Fig. 1: run 1, floorplan with the power grid
Bar = 20 um. Pins as bars on the die edge.
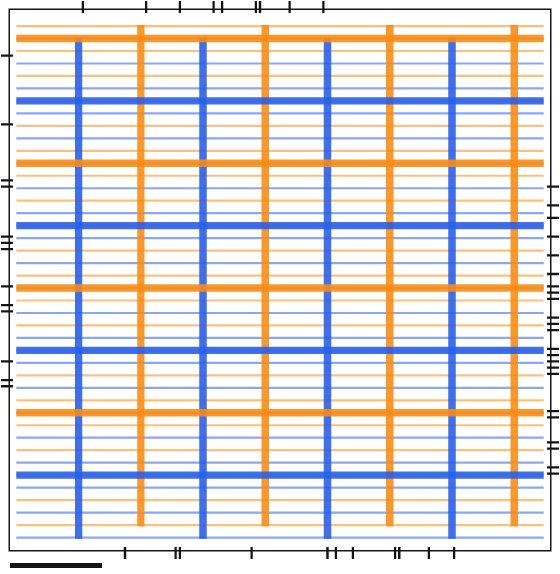
Fig. 2: run 1, placed cells, one colour a class
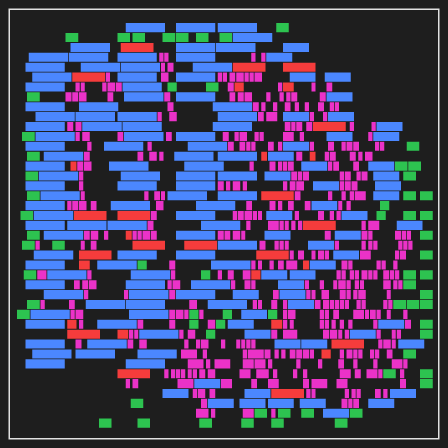
Fig. 3: run 1, clock distribution
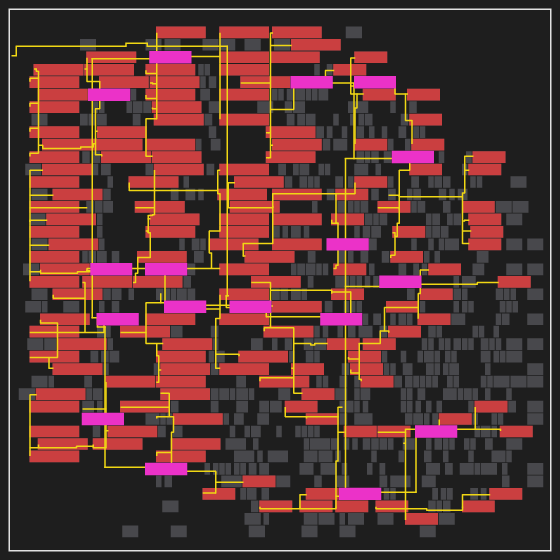
## config.mk

```make
export PLATFORM = sky130hd
export DESIGN_NAME = data_frm_tx
export DESIGN_NICKNAME = d
export VERILOG_FILES = /design/src/rtl/data_frm_tx_pkg.sv /design/src/rtl/data_frm_tx_cmd_fifo.sv /design/src/rtl/data_frm_tx.sv
export SDC_FILE = /design/constraint.sdc
export NUM_CORES = 1
export LEC_CHECK = 0
export ABC_AREA = 1
export CAP_MARGIN = 10
export CORE_UTILIZATION = 45
export CTS_CLUSTER_SIZE = 10
export DETAILED_ROUTE_END_ITERATION = 8
export MAX_ROUTING_LAYER = met4
export PLACE_DENSITY = 0.65
export SYNTH_ARGS = -nofsm -noshare
export SYNTH_HDL_FRONTEND = slang
export SYNTH_SLANG_ARGS = --single-unit
```

## constraint.sdc

```tcl
create_clock -name i_clk -period 3 [get_ports i_clk]
set_input_delay 0.3 -clock i_clk [delete_from_list [all_inputs] [get_ports i_clk]]
set_output_delay 0.3 -clock i_clk [all_outputs]
set_load 0.03 [all_outputs]
```

## src/rtl/data_frm_tx_pkg.sv

```systemverilog
// ---------------------------------------------------------------------------
// data_frm_tx_pkg
// Shared definitions for the config-byte link: frame phase codes, function
// codes, and the legality check. The decoder side uses the same codes, so a
// frame's FUNC byte and its phase numbering mean the same thing at both ends.
// ---------------------------------------------------------------------------
package data_frm_tx_pkg;

  // Byte position within a 3-byte frame; values match the decoder's state codes
  typedef enum logic [1:0] {
    STATE_FUNC = 2'd0,
    STATE_UP   = 2'd1,
    STATE_LOW  = 2'd2
  } tx_phase_e;

  localparam logic [7:0] FUNCT_NONE  = 8'h00;
  localparam logic [7:0] FUNCT_PORTA = 8'h01;
  localparam logic [7:0] FUNCT_PORTB = 8'h02;
  localparam logic [7:0] FUNCT_PORTC = 8'h03;
  localparam logic [7:0] FUNCT_PORTD = 8'h04;
  localparam logic [7:0] FUNCT_DUTYC = 8'h05;
  localparam logic [7:0] FUNCT_SCLKF = 8'h06;
  localparam logic [7:0] FUNCT_SCLKS = 8'h07;

  // FUNCT_NONE is reserved for idle filler frames, so a host may not send it
  function automatic logic isLegalFunct(input logic [7:0] funct);
    return (funct == FUNCT_PORTA) || (funct == FUNCT_PORTB) ||
           (funct == FUNCT_PORTC) || (funct == FUNCT_PORTD) ||
           (funct == FUNCT_DUTYC) || (funct == FUNCT_SCLKF) ||
           (funct == FUNCT_SCLKS);
  endfunction

endpackage

```

## src/rtl/data_frm_tx_cmd_fifo.sv

```systemverilog
// ---------------------------------------------------------------------------
// data_frm_tx_cmd_fifo
// Synchronous FIFO holding queued host commands as {funct, data} words.
// Pointers carry one extra wrap bit so full and empty are told apart by the
// MSB compare. Reads are from the registered head, so a word pushed on an
// edge can only be popped from the following edge onward.
// Ports:
//   i_clk, i_rst     clock, synchronous active-high reset (flushes pointers)
//   i_push           write i_pushData (ignored when full)
//   i_pushData       word to enqueue
//   i_pop            discard head word (ignored when empty)
//   o_popData        current head word, valid while !o_empty
//   o_full, o_empty  occupancy flags
// ---------------------------------------------------------------------------
module data_frm_tx_cmd_fifo #(
  parameter int DEPTH = 4,
  parameter int AW    = 2,
  parameter int WIDTH = 24
) (
  input  logic             i_clk,
  input  logic             i_rst,
  input  logic             i_push,
  input  logic [WIDTH-1:0] i_pushData,
  input  logic             i_pop,
  output logic [WIDTH-1:0] o_popData,
  output logic             o_full,
  output logic             o_empty
);

  localparam logic [AW:0] PTR_ONE = {{AW{1'b0}}, 1'b1};

  logic [WIDTH-1:0] r_mem [DEPTH];
  logic [AW:0]      r_wrPtr;
  logic [AW:0]      r_rdPtr;
  logic             w_doPush;
  logic             w_doPop;

  assign o_empty   = (r_wrPtr == r_rdPtr);
  assign o_full    = (r_wrPtr[AW] != r_rdPtr[AW]) &&
                     (r_wrPtr[AW-1:0] == r_rdPtr[AW-1:0]);
  assign w_doPush  = i_push && !o_full;
  assign w_doPop   = i_pop && !o_empty;
  assign o_popData = r_mem[r_rdPtr[AW-1:0]];

  // Pointer update; simultaneous push and pop both advance, occupancy unchanged
  always_ff @(posedge i_clk) begin
    if (i_rst) begin
      r_wrPtr <= '0;
      r_rdPtr <= '0;
    end else begin
      if (w_doPush) r_wrPtr <= r_wrPtr + PTR_ONE;
      if (w_doPop)  r_rdPtr <= r_rdPtr + PTR_ONE;
    end
  end

  // Storage needs no reset: a flushed FIFO never exposes stale words
  always_ff @(posedge i_clk) begin
    if (w_doPush) r_mem[r_wrPtr[AW-1:0]] <= i_pushData;
  end

endmodule

```

## src/rtl/data_frm_tx.sv

```systemverilog
// ---------------------------------------------------------------------------
// data_frm_tx
// Transmit side of the 8-bit config-byte link. Host commands are queued and
// sent as 3-byte frames FUNC, DATA[15:8], DATA[7:0], one byte per clock,
// locked to the decoder's free-running 3-phase cycle. With nothing queued
// a FUNCT_NONE frame with zero payload is sent, so the cycle never pauses.
// Ports:
//   i_clk, i_rst   clock shared with the decoder, sync active-high reset
//   i_cmd_valid    host command present
//   i_cmd_funct    function code
//   i_cmd_data     16-bit value for that function
//   o_cmd_ready    command accepted on an edge with valid & ready (= !full)
//   o_cmd_err      one-cycle pulse after an accepted illegal command
//   o_data_out     registered byte stream to the decoder
//   o_tx_phase     position of the byte on o_data_out (0=FUNC 1=UP 2=LOW)
//   o_tx_count     non-NONE frames started, wraps
//   o_idle         FIFO empty and the current frame is a NONE frame
// ---------------------------------------------------------------------------
module data_frm_tx
  import data_frm_tx_pkg::*;
#(
  parameter int DEPTH = 4,
  parameter int AW    = 2
) (
  input  logic        i_clk,
  input  logic        i_rst,
  input  logic        i_cmd_valid,
  input  logic [7:0]  i_cmd_funct,
  input  logic [15:0] i_cmd_data,
  output logic        o_cmd_ready,
  output logic        o_cmd_err,
  output logic [7:0]  o_data_out,
  output logic [1:0]  o_tx_phase,
  output logic [15:0] o_tx_count,
  output logic        o_idle
);

  tx_phase_e   r_phase;
  tx_phase_e   w_phaseNext;
  logic        w_load;
  logic        w_accept;
  logic        w_legal;
  logic        w_push;
  logic        w_pop;
  logic        w_full;
  logic        w_empty;
  logic [23:0] w_head;
  logic [15:0] r_frame;
  logic [7:0]  r_dataOut;
  logic [15:0] r_txCount;
  logic        r_cmdErr;
  logic        r_frameNone;

  assign w_legal  = isLegalFunct(i_cmd_funct);
  assign w_accept = i_cmd_valid && o_cmd_ready;
  assign w_push   = w_accept && w_legal;
  assign w_pop    = w_load && !w_empty;

  data_frm_tx_cmd_fifo #(
    .DEPTH (DEPTH),
    .AW    (AW),
    .WIDTH (24)
  ) u_cmdFifo (
    .i_clk      (i_clk),
    .i_rst      (i_rst),
    .i_push     (w_push),
    .i_pushData ({i_cmd_funct, i_cmd_data}),
    .i_pop      (w_pop),
    .o_popData  (w_head),
    .o_full     (w_full),
    .o_empty    (w_empty)
  );

  // Phase register: free-runs with no stall so the decoder stays aligned
  always_ff @(posedge i_clk) begin
    if (i_rst) r_phase <= STATE_FUNC;
    else       r_phase <= w_phaseNext;
  end

  // Next phase; a new frame is loaded on the edge that leaves the LOW byte
  always_comb begin
    w_phaseNext = STATE_FUNC;
    w_load      = 1'b0;
    case (r_phase)
      STATE_FUNC: w_phaseNext = STATE_UP;
      STATE_UP:   w_phaseNext = STATE_LOW;
      STATE_LOW: begin
        w_phaseNext = STATE_FUNC;
        w_load      = 1'b1;
      end
      default:    w_phaseNext = STATE_FUNC;
    endcase
  end

  // Byte stream, frame payload and bookkeeping; an in-flight frame is
  // simply dropped by reset
  always_ff @(posedge i_clk) begin
    if (i_rst) begin
      r_dataOut   <= FUNCT_NONE;
      r_frame     <= 16'h0000;
      r_txCount   <= 16'h0000;
      r_cmdErr    <= 1'b0;
      r_frameNone <= 1'b1;
    end else begin
      r_cmdErr <= w_accept && !w_legal;
      case (r_phase)
        STATE_LOW: begin
          if (!w_empty) begin
            r_dataOut   <= w_head[23:16];
            r_frame     <= w_head[15:0];
            r_txCount   <= r_txCount + 16'd1;
            r_frameNone <= 1'b0;
          end else begin
            r_dataOut   <= FUNCT_NONE;
            r_frame     <= 16'h0000;
            r_frameNone <= 1'b1;
          end
        end
        STATE_FUNC: r_dataOut <= r_frame[15:8];
        STATE_UP:   r_dataOut <= r_frame[7:0];
        default:    r_dataOut <= FUNCT_NONE;
      endcase
    end
  end

  assign o_cmd_ready = !w_full;
  assign o_cmd_err   = r_cmdErr;
  assign o_data_out  = r_dataOut;
  assign o_tx_phase  = r_phase;
  assign o_tx_count  = r_txCount;
  assign o_idle      = w_empty && r_frameNone;

endmodule
```

==> results.txt, run 1 <==
Final Cell Area: 7250 um2
share of cells above drive strength 1: 0.0851
met3 WL post-DR: 473 um
Via Count: 4243
CP Launch Type: flop
Setup Buffers After CTS: 0
DP Area: 6740 um2
largest net degree at the start of global routing: 49
CTS H-tree depth: 4
Layout fillers: 1128
end of the critical path: o_idle
initial antenna violation count: 0
Compound Share, Synth: 0.112
RSZ-0062 raised after global routing: false
top routing layer used: met4
final net count: 680
count of cell types in the netlist: 26
IO Count: 56
most instantiated cells after synthesis: nand2_1, edfxtp_1, nor2_1
ys async rst share: 0
xor/xnor share: 0.0174
DRT Pass-1 Iters: 4
WL met1: 5.96 mm
Fin Clk Skew: 0.00584 ns
setup TNS: 0 ns
routability-driven placement congestion ratio: 0.815
R2R Setup Slk: 1.16 ns
crit path from: u_cmdFifo.r_wrPtr[0]
Comb area: 1810 um2
max-slew violations: 0
syn avg cell area: 10.2 um2
dpl hpwl: 8.25 mm
top cells, area: edfxtp_1, dfxtp_1, nand2_1
flops & latches, synth: 148
Final Hold Fails: 0
Max Cap Violations: 0
WP data required: 2.70 ns
yosys stat area: 6030 um2
first-pass GRT wire length: 20.8 mm
peak fanout along the critical path: 5
Hold-fix buffers, CTS: 0
syn nets: 623
comb area leader: simple AND/OR/NAND/NOR gates
Stages on worst setup path: 4
hold_ws: 0.465 ns
gr usage total: 0.202
WL/cell: 15.1 um
Slew HR: 0.692
Power Dens Cells: 569 nW/um2
CTS buffer count: 17
slowest CP cell: clkdlybuf4s50_1
and+or+nand+nor area frac: 0.157
Die Footprint: 13900 um2
status: completed
WHS Path Cells: 2
CP peak stage delay: 0.68 ns
most frequent cell after synthesis: nand2_1
deepest clock path buffer count: 2
Register Area: 3920 um2
CTS resizes: 0
Worst Setup End Kind: output port
leakage: 2.42 nW
R2R depth: 5
number of global-route vias before repair: 4154
TritonCTS clock tree: built
vias per inst: 5.11
met2 wire len: 5.90 mm
Adders+Majority by Area: 0.0125
Synth Warn #: 0
PortBufs: 55
R2R Path End: u_cmdFifo.r_mem[3][4]
Hold WC Path Type: reg -> reg
setup violators final: 0
clock transition at the registers of the reported paths: 0.06 ns
About Fig. 1:
- orange: VDD
- blue: VSS
- signal pins: 56
- rows: 41
- met4 straps: 8
- met1 rails: 42
Die H: 118 um
Die Wd: 118 um
Core ar.: 12800 um2
VDD IR max: 0.413 mV

About Fig. 2:
- red: clock drivers and dummy loads (cells 30)
- blue: flip-flops (cells 148)
- magenta: all other logic (cells 414)
- green: other buffers and delay cells (cells 66)
Seq area share: 0.541
Util after Layout: 0.566
Rows: 41

About Fig. 3:
- red: flip-flops (count 148)
- yellow: clock wires (length 1570 um)
- magenta: cells driving clock nets (count 17)
- routed clock nets: 18

-- run 1: worst min path at each step --
stage	from	to
global route	r_frame[10]	r_frame[10]
floorplan	i_cmd_data[0]	u_cmdFifo.r_mem[0][0]
global placement	r_frame[3]	r_frame[3]
finish	r_frame[3]	r_frame[3]
detailed placement	r_frame[10]	r_frame[10]
CTS	r_frame[8]	r_frame[8]
-- run 1: layout make-up --
type,count,area share
Inverter,40,0.0214
Clock inverter,13,0.0124
Tap cell,172,0.0297
Multi-Input combinational cell,374,0.250
Timing Repair Buffer,66,0.0873
Clock buffer,17,0.0587
Sequential cell,148,0.541
-- run 1: where the power goes --
part           switching [mW]  total [mW]  internal (mW)
clock network           0.792        1.83           1.04
logic                  0.0688       0.117         0.0484
registers             0.00702        2.18           2.17
-- run 1: layer usage --
layer,up-vias,track usage
met2,88,0.311
met4,0,0.0873
met3,16,0.0422
li1,2132,-
met5,-,-
met1,2007,0.257
-- run 1: per-stage QoR --
step / total power [mW] / std cells / setup WS (ns)
after global routing: 4.26 / 830 / 0.611
final: 4.13 / 830 / 0.687
after CTS: 4.16 / 830 / 0.650
after detailed placement: 2.34 / 800 / 0.520
after global placement: 2.34 / 800 / 0.589
after floorplan: 2.27 / 590 / 0.474
-- run 1: worst reg2reg max path: cells and delay by family, from the launching register on --
kind,cells,cell delay [ns]
AND/OR/NAND/NOR,3,0.57
flip-flops,1,0.42
buffers and inverters,1,0.36
XOR/XNOR,1,0.13
-- run 1: layout by cell type (no fill, tap or decap), types with 3 or more instances in the layout --
master	n
inv_1	38
clkinv_4	3
a21oi_2	5
edfxtp_1	96
nand4_1	9
o21ai_0	61
clkbuf_16	17
xor2_1	7
xnor2_1	5
nand2_1	109
nor2_2	5
clkdlybuf4s50_1	55
ha_1	6
dfxtp_1	52
nand3_1	19
clkinvlp_4	4
o22ai_1	24
nor3_1	3
a21oi_1	35
nor2_1	81
clkinv_2	3
buf_4	11
-- run 1: kinds of logic (layout without fill, tap and decap cells) --
kind of cell / count (synthesis) / in the layout
adder cells (fa/ha/maj): 6 / 6
XOR/XNOR: 12 / 12
flip-flops: 148 / 148
AND/OR/NAND/NOR: 231 / 231
AND-OR/OR-AND: 125 / 125
buffers and inverters: 68 / 136
-- run 1: registers in the layout, indices dropped and copies added, names as in the netlist, named ones only --
signal / flops
r_frameNone: 1
o_cmd_err: 1
r_frame: 16
o_data_out: 8
u_cmdFifo.r_mem: 96
u_cmdFifo.r_rdPtr: 3
u_cmdFifo.r_wrPtr: 3
o_tx_count: 16
o_tx_phase: 2
==> run 2: changes to the inputs <==
--- a/config.mk
+++ b/config.mk
@@ -11,7 +11,7 @@
 export CTS_CLUSTER_SIZE = 10
 export DETAILED_ROUTE_END_ITERATION = 8
 export MAX_ROUTING_LAYER = met4
-export PLACE_DENSITY = 0.65
+export PLACE_DENSITY = 0.68
 export SYNTH_ARGS = -nofsm -noshare
 export SYNTH_HDL_FRONTEND = slang
 export SYNTH_SLANG_ARGS = --single-unit
==> constraint.sdc (replaced) <==
create_clock -name i_clk -period 1.9 [get_ports i_clk]
set_input_delay 0.19 -clock i_clk [delete_from_list [all_inputs] [get_ports i_clk]]
set_output_delay 0.19 -clock i_clk [all_outputs]
set_load 0.03 [all_outputs]
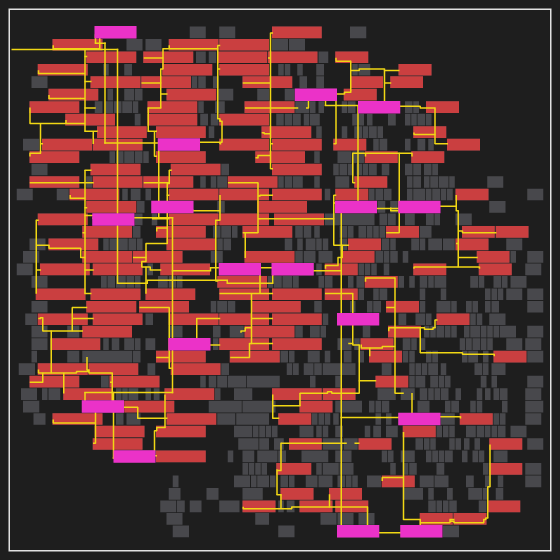
Fig. 4. Clock distribution (run 2).
- red: flip-flops (count 148)
- yellow: clock wires (length 1620 um)
- magenta: cells driving clock nets (count 17)
- flops lie: all over the die
- routed clock nets: 18

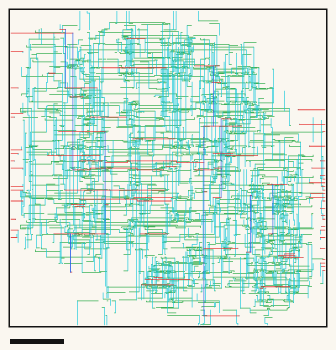
Fig. 5. Metal layers overlaid (run 2).
Bar = 20 um.
- red: met3 (wire length 623 um)
- green: met1 (wire length 5910 um)
- blue: met4 (wire length 287 um)
- cyan: met2 (wire length 6210 um)
Via Count: 4362
WL/cell: 15.4 um
gr usage total: 0.207
Final Routed Wirelength: 13.0 mm

==> results.txt, run 2 <==
max FFs per register: 96 (unchanged)
CTS buffer count: 17 (unchanged)
setup violators final: 0 (unchanged)
syn nets: 623 (unchanged)
Worst Setup End Kind: output port
most common logic cell in the routed design: nand2_1
WP data required: 1.71 ns (-0.99 ns)
top cells, area: edfxtp_1, dfxtp_1, nand2_1
final worst setup slack: 0.0861 ns (-0.601 ns)
CP Launch Type: flop
share of cells above drive strength 1: 0.113 (+0.0275)
initial antenna violation count: 0 (unchanged)
DP Area: 6940 um2 (+3.0%)
Util after Layout: 0.588 (+0.0220)
# Cells Yosys: 590
VDD IR max: 0.610 mV (+48%)
count of cell types in the netlist: 26 (unchanged)
actual slew at the worst max-slew pin: 0.441 ns
Die H: 118 um (unchanged)
most frequent cell after synthesis: nand2_1
CTS H-tree depth: 4 (unchanged)
GRT Residual Overflow: 0
PortBufs: 55 (unchanged)
Rows: 41 (unchanged)
Power Dens Cells: 916 nW/um2 (+61%)
routability-driven placement congestion ratio: 0.855 (+4.8%)
IO Count: 56 (unchanged)
TritonCTS clock tree: built
vias per inst: 5.15 (+0.74%)
and+or+nand+nor area frac: 0.157 (unchanged)
Hold-fix buffers, CTS: 0 (unchanged)
Max Cap Violations: 0 (unchanged)
RSZ-0062 raised after global routing: false
Adders+Majority by Area: 0.0125 (unchanged)
WHS Path Cells: 1 (-1)
leakage: 2.55 nW (+5.4%)
final net count: 695 (+2.2%)
syn avg cell area: 10.2 um2 (unchanged)
Die Footprint: 13900 um2 (unchanged)
deepest clock path buffer count: 2 (unchanged)
Slew HR: 0.706 (+0.0135)
first-pass GRT wire length: 21.3 mm (+2.8%)
Synth Warn #: 0 (unchanged)
Hold WC Path Type: in -> reg
Final Hold Fails: 0 (unchanged)
Core ar.: 12800 um2 (unchanged)
status: completed
R2R depth: 6 (+1)
clock transition at the registers of the reported paths: 0.06 ns (about the same)
ys async rst share: 0 (unchanged)
Total Power: 6.90 mW (+67%)
most instantiated cells after synthesis: nand2_1, edfxtp_1, nor2_1
post-placement setup slack: -0.207 ns (-0.726 ns)
comb area leader: simple AND/OR/NAND/NOR gates
flops & latches, synth: 148 (unchanged)
max-slew violations: 0 (unchanged)
Compound Share, Synth: 0.112 (unchanged)
Final Cell Area: 7540 um2 (+3.9%)
Fin Clk Skew: 0.00861 ns (+0.00277 ns)
Hold Path Origin: i_cmd_data[9]
Top cells excl fill/tap: nand2_1, edfxtp_1, nor2_1, o21ai_0, clkdlybuf4s50_1
R2R Setup Slk: 0.24 ns (-0.92 ns)
xor/xnor share: 0.0174 (unchanged)
largest net degree at the start of global routing: 49 (unchanged)
dpl hpwl: 8.60 mm (+4.2%)
Hold EP: u_cmdFifo.r_mem[1][9]
number of global-route vias before repair: 4204 (+1.2%)
1st-iter DRT viols: 345
DRT Pass-1 Iters: 5 (+1)
final worst-path cycle share: 0.955
R2R Path End: r_frame[11]
peak fanout along the critical path: 5 (unchanged)
## run 2: cell counts after synthesis
Identical to the previous run, type by type.
## run 2: kinds of logic after synthesis
logic type | Yosys count
buf+inv | 68
simple gates | 231
flops | 148
compound gates | 125
xor+xnor | 12
fa+ha+maj | 6
## run 2: metal layers
layer  track usage  wire length (um)
met1         0.258              5910
met3        0.0455               623
met2         0.320              6210
met5             -                 0
met4        0.0994               286
## run 2: where the power goes
| part | switching, mW | total (mW) | internal (mW) |
|---|---|---|---|
| sequential | 0.00742 | 3.44 | 3.43 |
| combinational | 0.118 | 0.211 | 0.0934 |
| clock | 1.31 | 3.25 | 1.94 |
## run 2: worst max path at each step
| stage | start | end | slack, ns | cells after the start |
|---|---|---|---|---|
| 6_report | u_cmdFifo.r_wrPtr[0] | o_idle | 0.09 | 4 |
| 5_1_grt | u_cmdFifo.r_rdPtr[2] | o_idle | 0.009 | 4 |
| 4_1_cts | u_cmdFifo.r_wrPtr[1] | o_idle | 0.03 | 4 |
| 3_5_place_dp | i_cmd_funct[7] | u_cmdFifo.r_mem[0][8] | -0.21 | 7 |
| 3_3_place_gp | i_cmd_funct[7] | u_cmdFifo.r_mem[0][8] | -0.13 | 7 |
| 2_1_floorplan | u_cmdFifo.r_wrPtr[0] | u_cmdFifo.r_mem[0][0] | 0.05 | 4 |
## run 2: cell type report
cell class / count / area, um2
Clock buffer: 18 / 429
Clock inverter: 14 / 151
Fill cell: 1078 / 5290
Inverter: 40 / 155
Multi-Input combinational cell: 374 / 1850
Sequential cell: 148 / 3930
Tap cell: 172 / 215
Timing Repair Buffer: 81 / 810
## run 2: worst max-delay path: stages (launching register included)
cell and delay (ns):
dfxtp_2 0.36, xnor2_2 0.23, nand3_2 0.11, nor2_1 0.17, clkdlybuf4s15_2 0.32
## run 2: through the flow
step / std cells / hold WS (ns) / setup TNS (ns)
final: 847 / 0.402 / 0
after global routing: 847 / 0.395 / 0
after CTS: 847 / 0.391 / 0
after detailed placement: 815 / 0.461 / -18.10
after global placement: 815 / 0.453 / -11.40
after floorplan: 590 / 0.289 / 0
==> run 3: changes to the inputs <==
--- a/config.mk
+++ b/config.mk
@@ -5,7 +5,7 @@
 export SDC_FILE = /design/constraint.sdc
 export NUM_CORES = 1
 export LEC_CHECK = 0
-export ABC_AREA = 1
+export ABC_AREA = 0
 export CAP_MARGIN = 10
 export CORE_UTILIZATION = 45
 export CTS_CLUSTER_SIZE = 10
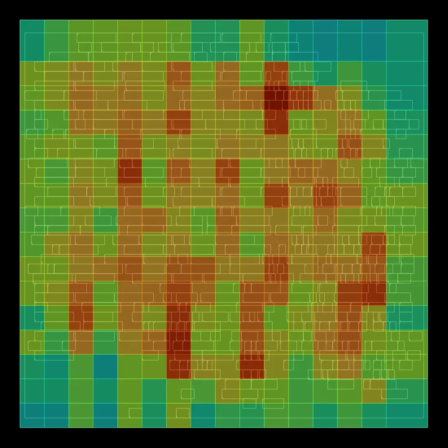
Fig. 6. Routing congestion map (run 3).
busiest grt layer: met2
grt met1 use: 0.264
met3 Usage GRT: 0.0596
routing usage on met2: 0.349
gr usage total: 0.215

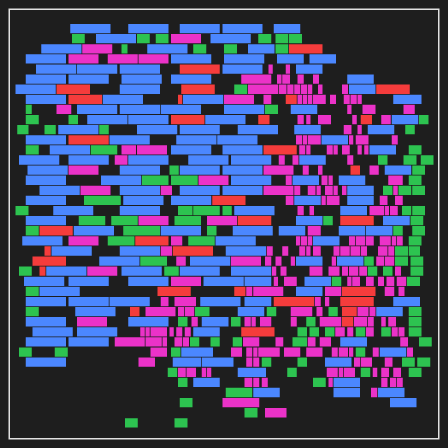
Fig. 7. Placed cells, one colour a class (run 3).
- red: clock drivers and dummy loads (cells 32)
- magenta: all other logic (cells 228)
- blue: flip-flops (cells 148)
- green: other buffers and delay cells (cells 107)

==> results.txt, run 3 <==
deepest clock path buffer count: 2 (unchanged)
Fin Clk Skew: 0.00507 ns (-0.00353 ns)
setup violators final: 0 (unchanged)
combinational share of power: 0.031 (about the same)
clock network power share: 0.493 (+0.022)
Final Cell Area: 7730 um2 (+2.6%)
GRT Residual Overflow: 0 (unchanged)
IO Count: 56 (unchanged)
Compound Share, Synth: 0.0597 (-0.0522)
Worst Setup End Kind: flop
1st-iter DRT viols: 319 (-7.5%)
count of cell types in the netlist: 37 (+42%)
Switch Pwr: 1.46 mW (+1.6%)
Hold-fix buffers, CTS: 0 (unchanged)
most common logic cell in the routed design: edfxtp_1
xor/xnor share: 0.0122 (-0.00528)
Hold WC Path Type: in -> reg
leakage: 2.60 nW (+1.9%)
Slew HR: 0.659 (-0.0473)
setup TNS: 0 ns (unchanged)
syn avg cell area: 14.4 um2 (+41%)
Adders+Majority by Area: 0.0130 (+0.000573)
dpl hpwl: 8.29 mm (-3.6%)
placed cell count: 639 (-22%)
routability-driven placement congestion ratio: 0.758 (-11%)
# Cells Yosys: 400 (-32%)
Rows: 40 (-2.4%)
first-pass GRT wire length: 19.9 mm (-6.9%)
Power Dens Cells: 931 nW/um2 (+1.7%)
Die Footprint: 13300 um2 (-4.3%)
peak fanout along the critical path: 6 (+1)
status: completed
crit path buf inv count: 5 (+4)
number of global-route vias before repair: 3664 (-13%)
largest net degree at the start of global routing: 30 (-39%)
Max Cap Violations: 0 (unchanged)
switching fraction of total power: 0.202 (-0.00549)
max-slew violations: 0 (unchanged)
max FFs per register: 96 (unchanged)
PortBufs: 55 (unchanged)
VDD IR max: 1.01 mV (+66%)
final worst-path cycle share: 0.988 (+0.0328)
WL/cell: 18.9 um (+23%)
kind of cell adding the most delay to the critical path: simple AND/OR/NAND/NOR gates
Final Routed Wirelength: 12.9 mm (-1.1%)
CP Launch Type: primary input
vias per inst: 5.48 (+6.4%)
most frequent cell after synthesis: edfxtp_1
ys async rst share: 0 (unchanged)
Via Count: 3743 (-14%)
Seq pwr share: 0.477 (-0.021)
clock transition at the registers of the reported paths: 0.06 ns (about the same)
final net count: 535 (-23%)
CTS buffer count: 17 (unchanged)
initial antenna violation count: 0 (unchanged)
comb area leader: multiplexers
Top cells excl fill/tap: edfxtp_1, clkdlybuf4s50_1, dfxtp_1, buf_4, a21oi_1
actual slew at the worst max-slew pin: 0.511 ns (+0.0706 ns)
Synth Warn #: 0 (unchanged)
hold_ws: 0.0114 ns (-0.390 ns)
CTS H-tree depth: 4 (unchanged)
Final Non-Filler Cells: 683 (-19%)
most used cell, CP: buf_6
Final Hold Fails: 0 (unchanged)
[run 3: cell type report]
class / count / area (um2)
clock buffer: 18 / 429
multi-input combinational: 223 / 1820
fill: 937 / 4530
tap: 168 / 210
sequential: 148 / 3940
inverter: 5 / 18.8
timing repair buffer: 107 / 1110
clock inverter: 14 / 200
[run 3: metrics by stage]
step / setup WS (ns) / power, mW
floorplan: -0.289 / 3.58
global placement: -0.625 / 3.72
detailed placement: -0.645 / 3.72
CTS: -0.000854 / 7.25
global route: -0.00685 / 7.41
finish: 0.0237 / 7.20
[run 3: cell families (layout without fill, tap and decap cells)]
kind of cell	Yosys count	in the layout
flops	148	148
simple gates	115	115
compound gates	60	60
mux	34	34
buf+inv	29	144
xor+xnor	8	8
fa+ha+maj	6	6
[run 3: worst reg2reg max path, delay by kind of cell (launching register included)]
kind,cells,cell delay [ns]
buffers and inverters,5,0.67
DFF,1,0.37
AOI/OAI and AO/OA,1,0.06
xor gates and xnor gates,1,0.21
and+or+nand+nor,1,0.23
[run 3: worst paths after layout]
kind,to,depth (start not counted),slack (ns),start
worst max-delay path,u_cmdFifo.r_mem[3][10],8,0.02,i_cmd_funct[7]
worst min-delay path,u_cmdFifo.r_mem[2][21],1,0.01,i_cmd_funct[5]
worst max register to register,u_cmdFifo.r_mem[3][10],8,0.07,u_cmdFifo.r_wrPtr[0]
worst min register to register,r_frame[4],2,0.45,r_frame[4]
[run 3: power by group through the flow]
stage / Sequential, mW / Combinational, mW / Clock [mW]
after floorplan: 3.51 / 0.0706 / 0
after global placement: 3.50 / 0.214 / 0
after detailed placement: 3.50 / 0.218 / 0
after CTS: 3.43 / 0.218 / 3.60
after global routing: 3.43 / 0.236 / 3.75
final: 3.43 / 0.221 / 3.55
[run 3: per-layer routing]
| metal | vias to the layer above | share of wire | global-route usage |
|---|---|---|---|
| met3 | 10 | 0.041 | 0.0596 |
| met5 | - | 0 | - |
| li1 | 1751 | - | - |
| met1 | 1873 | 0.43 | 0.264 |
| met4 | 0 | 0.010 | 0.0649 |
| met2 | 109 | 0.52 | 0.349 |
[run 3: timing repair]
| item | in CTS | in global routing |
|---|---|---|
| pin swaps | 3 | 6 |
| gates resized | 21 | 13 |
| setup buffers | 4 | 7 |
| cloned | 2 | 0 |
| endpoints found under the setup margin | 103 | 85 |
Power is estimated from default activity; no workload was simulated.
